Figure 1. Cell sizes after repair.
Drawn at 3 px/micron.
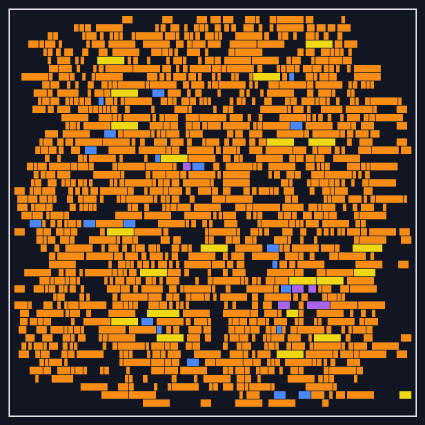
Figure 2. Zoomed window.
Window x 55 to 80, y 55 to 80 microns. Cells in gray, sequential cells in the stronger gray; small squares are vias.
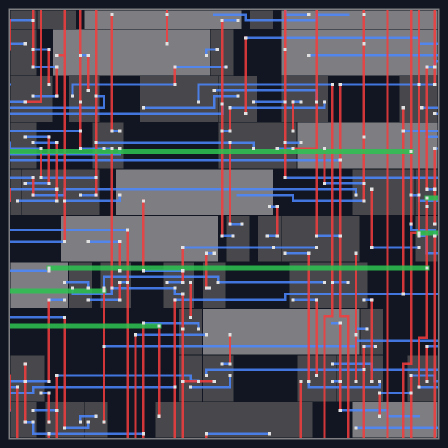
Figure 3. Sequential cells colored by netlist name.
Drawn at 3 px/micron.
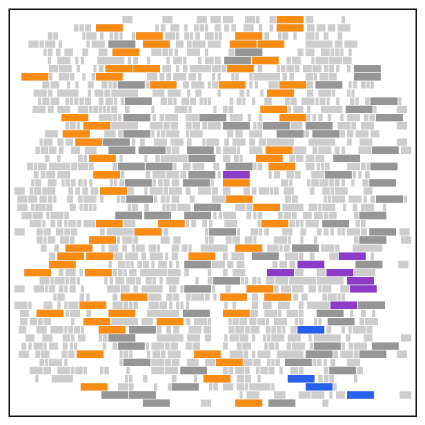
==> src/rtl/led_trail_pwm.sv <==
// Comet-trail PWM driver: each LED loads to a brightness on a walker strobe, then
// decays geometrically while a free-running PWM counter renders the level as duty.
module led_trail_pwm #(
  parameter int LED_W       = 8,
  parameter int PWM_W       = 8,
  parameter int DECAY_DIV   = 16,
  parameter int DECAY_SHIFT = 2
) (
  input  logic             OSC_50m,
  input  logic             FPGA_RSTn,
  input  logic [LED_W-1:0] pat_i,
  input  logic             pat_vld_i,
  input  logic [PWM_W-1:0] bright_max_i,
  output logic [LED_W-1:0] USER_LED
);

  localparam int               DIV_W    = (DECAY_DIV > 1) ? $clog2(DECAY_DIV) : 1;
  localparam logic [DIV_W-1:0] DIV_LAST = DIV_W'(DECAY_DIV - 1);
  localparam logic [PWM_W-1:0] CNT_MAX  = '1;

  // Decay never overshoots: the step is at most the level itself, so 1 -> 0 is the floor.
  function automatic logic [PWM_W-1:0] decay_step(input logic [PWM_W-1:0] lvl);
    logic [PWM_W-1:0] step;
    step = lvl >> DECAY_SHIFT;
    if (step == '0) begin
      step = PWM_W'(1);
    end
    return lvl - step;
  endfunction

  logic [PWM_W-1:0] pwm_cnt_q, pwm_cnt_d;
  logic [DIV_W-1:0] div_q, div_d;
  logic [PWM_W-1:0] level_q [LED_W];
  logic [PWM_W-1:0] level_d [LED_W];
  logic [PWM_W-1:0] duty_q  [LED_W];
  logic [PWM_W-1:0] duty_d  [LED_W];
  logic [LED_W-1:0] led_q, led_d;
  logic             per_end;
  logic             tick;

  always_comb begin
    per_end   = (pwm_cnt_q == CNT_MAX);
    tick      = per_end && (div_q == DIV_LAST);
    pwm_cnt_d = pwm_cnt_q + PWM_W'(1);
    div_d     = div_q;
    if (per_end) begin
      div_d = tick ? '0 : div_q + DIV_W'(1);
    end
  end

  // A load strobe outranks a coincident decay tick; unselected LEDs keep fading.
  always_comb begin
    for (int i = 0; i < LED_W; i++) begin
      level_d[i] = level_q[i];
      if (pat_vld_i && pat_i[i]) begin
        level_d[i] = bright_max_i;
      end else if (tick && (level_q[i] != '0)) begin
        level_d[i] = decay_step(level_q[i]);
      end
    end
  end

  // Duty is latched only at period end so each PWM period renders one stable level.
  always_comb begin
    for (int i = 0; i < LED_W; i++) begin
      duty_d[i] = per_end ? level_q[i] : duty_q[i];
      led_d[i]  = (pwm_cnt_q < duty_q[i]);
    end
  end

  always_ff @(posedge OSC_50m or negedge FPGA_RSTn) begin
    if (!FPGA_RSTn) begin
      pwm_cnt_q <= '0;
      div_q     <= '0;
      led_q     <= '0;
      for (int i = 0; i < LED_W; i++) begin
        level_q[i] <= '0;
        duty_q[i]  <= '0;
      end
    end else begin
      pwm_cnt_q <= pwm_cnt_d;
      div_q     <= div_d;
      led_q     <= led_d;
      for (int i = 0; i < LED_W; i++) begin
        level_q[i] <= level_d[i];
        duty_q[i]  <= duty_d[i];
      end
    end
  end

  assign USER_LED = led_q;

endmodule

==> config.mk <==
export PLATFORM = sky130hd
export DESIGN_NAME = led_trail_pwm
export DESIGN_NICKNAME = d
export VERILOG_FILES = /design/src/rtl/led_trail_pwm.sv
export SDC_FILE = /design/constraint.sdc
export NUM_CORES = 1
export LEC_CHECK = 0
export CAP_MARGIN = 25
export CORE_UTILIZATION = 55
export CTS_BUF_LIST = sky130_fd_sc_hd__clkbuf_16
export DETAILED_ROUTE_END_ITERATION = 8
export HOLD_SLACK_MARGIN = 0.05
export PLACE_DENSITY = 0.72
export SETUP_SLACK_MARGIN = 0.02
export SLEW_MARGIN = 20
export SYNTH_ARGS = -nofsm -noshare
export SYNTH_HDL_FRONTEND = slang
export SYNTH_SLANG_ARGS = --single-unit
==> constraint.sdc <==
create_clock -name OSC_50m -period 6.1 [get_ports OSC_50m]
set_input_delay 1.22 -clock OSC_50m [delete_from_list [all_inputs] [get_ports OSC_50m]]
set_output_delay 1.22 -clock OSC_50m [all_outputs]
set_load 0.01 [all_outputs]
==> run notes <==
Here are the numbers from the latest Yosys + OpenROAD run.

During placement, the flow inserted port buffers numbering 26. Clock tree synthesis selected as its root buffer the cell clkbuf_16. Per STA, the highest per-stage delay on the worst path measures 1040 ps. The synthesized area per cell is approximately 9 sq um.

Traced cell by cell, the critical path runs through clkdlybuf4s50_1 -> nand2_1 -> nand4_1 -> mux2i_1 -> a311o_1. The simple-gate portion of the synthesized area is between 10% and 20%. The detail route stage leaves a number of antenna-violating nets equal to 0.

The power per unit of standard cell area came out at around 260 nW/um^2. Global routing finished with a remaining overflow of 0. The number of DRC markers after the initial detailed-route iteration is 473.

The synthesis report names the predominant flop master as dfrtp_1. The flow ran to the end, and the final reports show no timing, DRC or antenna violations. The async set-reset flop share out of synthesis came out at 100%. The cell-internal power is roughly 1.9 mW. The worst slew margin relative to its limit came out at between 20% and 30%.

For this run, the chip area from Yosys synthesis comes to 9750 sq um. The sequential group share of total power came out at 41.8%. STA classifies the critical path endpoint as a flop.

The number of buffers created by CTS came out at 17. Across the run, the number of max-cap violations was 0. For the worst min-delay path, the startpoint reported by OpenROAD is div_q[3]. The largest individual stage delay along the critical path comes from the cell clkdlybuf4s50_1. The netlist uses about 50 different library cells. In this run, the synthesized area fraction spent on xor and xnor cells is recorded as under 10%. Per the OpenROAD floorplan log, the area of the die is 18300 sq um.

The end of the worst register-to-register path is level_q[38]. The average routed wire per standard cell is roughly 17 microns. The TritonCTS clock tree is built. The measured slew at the worst slew-check pin came out at ~1100 ps. The post-layout minimum cycle time is ~3000 ps.

In the final timing run, aggregate negative setup slack is 0 ps. The global-route wire length before repair is ~38000 microns. The count of warning messages emitted by the tools is 29. The final hold violation count is 0. The horizontal die dimension is approximately 140 microns. The highest net fanout along the worst path is 19. The final routed DRC violation total came out at 0. The depth of the worst register-to-register path is 10. The number of fillers in the final layout is approximately 1.5k.

The diode insertion count for antenna repair is 0. The number of gates resized after cts is 0. The via count of the first global-routing pass came out at around 7.4k. The instance count of the mapped netlist came out at around 1.1k. The data required time at the worst endpoint came out at 6410 ps. The number of buffers inserted by hold repair at cts came out at 0. The net total in the final layout is between 1k and 1.5k. The clock-pin slew reported for the worst setup and hold paths after clock tree synthesis came out at about 60 ps. The post-CTS setup repair buffer count came out at 0.

For this design the static power due to leakage is between 4 and 5 nW. Setup repair after global routing left no endpoint under its margin. The post-synthesis cell area came out at 9750 sq um. The clock sink count is between 100 and 150. The source of the worst register-to-register timing path is level_q[35]. The number of cells traversed by the worst hold path is 1.

The all-layer global routing usage is 27.2%. STA classifies the critical path startpoint as an input port. The via count normalized by instance count came out at a little under 6. Yosys reported a register bit count of 148.

The number of warnings printed during yosys synthesis came out at 0. The number of cell rows is between 40 and 50. The cell-mix breakdown from Yosys lists the compound-gate area share as 19.7%. The overall routed net length came out at around 23000 microns. The type recorded for the worst min-delay path is flop to flop.

Of the available clock period, the critical path in the final layout requires approximately 50%. Entering global routing, the biggest net connects 104 pins. The number of nets produced by synthesis came out at 1226. Summing the sequential cell areas from Yosys gives ~38% of the chip area.

The total cells reported by yosys after synthesis came out at roughly 1.1k. The worst-case hold slack is 491 ps. The detailed-router iteration count before antenna repair came out at 5. In this run, the synthesized area fraction spent on adder and majority cells is recorded as between 10% and 20%. The placeable core region is 17300 sq um. Per the OpenROAD floorplan log, the height of the die is 135 microns.

The combinational share of power came out at approximately a quarter. The initial antenna violation count is 0. The worst hold endpoint is div_q[3]. The net switching power figure came out at between 0.8 and 0.9 mW. According to the timing report, the arrival time at the worst endpoint equals approximately 3300 ps. The peak ir drop on the vdd network came out at approximately 210 uV. The placed wire-length estimate after detailed placement is 15500 microns. The clock network fraction of total power is 33.6%. RePlAce ended its routability-driven mode at a weighted congestion of 0.861. The count of flip-flops with a built-in enable after synthesis came out at 0.

The setup path with the least slack is of type input port to flop. Of the post-synthesis cell area, the part taken by muxes is about 3.5%. The share of total power consumed by net switching is between 30% and 40%.

Counting pins that exceed their max-slew limit in the final report gives 0. At the floorplan stage, the core utilization is reported as 56.4%.
About Figure 1:
yellow -> x6 and larger  # cells 22, share 2.0%
purple -> x3 and x4  # cells 5, share 0.45%
blue -> x2  # cells 20, share 1.8%
orange -> x1 and smaller  # cells 1063, share 96%

About Figure 2:
blue -> M1
green -> M3
red -> M2
most frequent = dfrtp_1 (7), ha_1 (6)
cells with their middle in the window = 42
netlist names of flops here include = duty_q (4), level_q (3)
sequential cells in the window = 7

About Figure 3:
orange -> level_q  # placed flops 64
blue -> div_q  # placed flops 4, where bottom right
purple -> pwm_cnt_q  # placed flops 8

-- cell type report --
class	instances	area, sq um	share of cell area [%]
sequential	148	3700	34.6
inverter	119	447	4.17
clock inverter	11	75.1	0.701
clock buffer	17	425	3.97
tap	225	282	2.63
multi-input combinational	784	5440	50.8
timing repair buffer	31	335	3.13
-- cells in the final DEF (no fill, tap or decap), types with 13 or more instances in the layout --
master	instances
mux2i_1	19
o21a_1	15
nand2_1	116
clkbuf_16	17
clkdlybuf4s50_1	25
o21ai_0	104
nand3_1	24
xnor2_1	23
a21oi_1	64
mux2_2	13
nand2b_1	19
nor2_1	65
a31oi_1	27
dfrtp_1	148
inv_1	121
ha_1	106
a21o_1	29
-- layer usage --
layer  track usage, %  wire (microns)  vias to the layer above
met2             42.0           10500                      141
met5                0               0                        -
met3             4.64             908                       32
met4             9.24             403                        0
met1             38.5           11300                     3783
li1                 -               -                     3861
-- through the flow --
step	utilization, %	setup slack [ps]	cells	area [sq um]
2_1_floorplan	-	3530	1093	9750
3_3_place_gp	58.8	2670	1305	10200
3_5_place_dp	58.8	2620	1305	10200
4_1_cts	61.7	2860	1333	10700
5_1_grt	61.9	2900	1335	10700
6_report	61.9	3060	1335	10700
-- kinds of logic (layout without fill, tap and decap cells) --
group	count (synthesis)	after routing
multiplexers	32	32
AND-OR/OR-AND	307	307
flip-flops	148	148
buffers and inverters	161	178
adder cells (fa/ha/maj)	115	115
AND/OR/NAND/NOR	297	297
XOR/XNOR	33	33
-- Yosys cell counts, types with 15 or more instances --
| cell | instances | area, sq um |
|---|---|---|
| ha_1 | 106 | 1330 |
| xnor2_1 | 23 | 201 |
| mux2i_1 | 19 | 190 |
| nand3_1 | 24 | 120 |
| o21a_1 | 15 | 113 |
| a21o_1 | 29 | 218 |
| a31oi_1 | 27 | 169 |
| nor2_1 | 66 | 248 |
| clkbuf_1 | 36 | 135 |
| nand2b_1 | 19 | 119 |
| o21ai_0 | 104 | 521 |
| nand2_1 | 116 | 435 |
| inv_1 | 119 | 447 |
| dfrtp_1 | 148 | 3700 |
| a21oi_1 | 64 | 320 |
-- power groups by stage --
stage                     Combinational, mW  Clock [mW]  Sequential (mW)
after floorplan                       0.531           0             1.13
after global placement                0.658           0             1.17
after detailed placement              0.672           0             1.17
after CTS                             0.679       0.943             1.16
after global routing                  0.771       0.982             1.17
final                                 0.684       0.932             1.16
-- how the worst max path moves through the flow --
stage / startpoint / endpoint / depth (start not counted)
global route: pat_vld_i / level_q[38] / 5
floorplan: level_q[35] / level_q[38] / 10
CTS: pwm_cnt_q[1] / level_q[35] / 6
finish: pat_vld_i / level_q[38] / 5
detailed placement: pat_vld_i / level_q[38] / 5
global placement: pat_vld_i / level_q[38] / 5
-- flip-flops by register name (all words and copies together) (netlist names) --
signal     flops
div_q          4
USER_LED       8
duty_q        64
level_q       64
pwm_cnt_q      8
-- critical path: cells and delay by family --
kind | cells | cell delay [ps]
muxes | 1 | 90
AOI/OAI and AO/OA | 1 | 320
buffers and inverters | 1 | 1040
and+or+nand+nor | 2 | 670
Power and IR drop assume default switching activity.
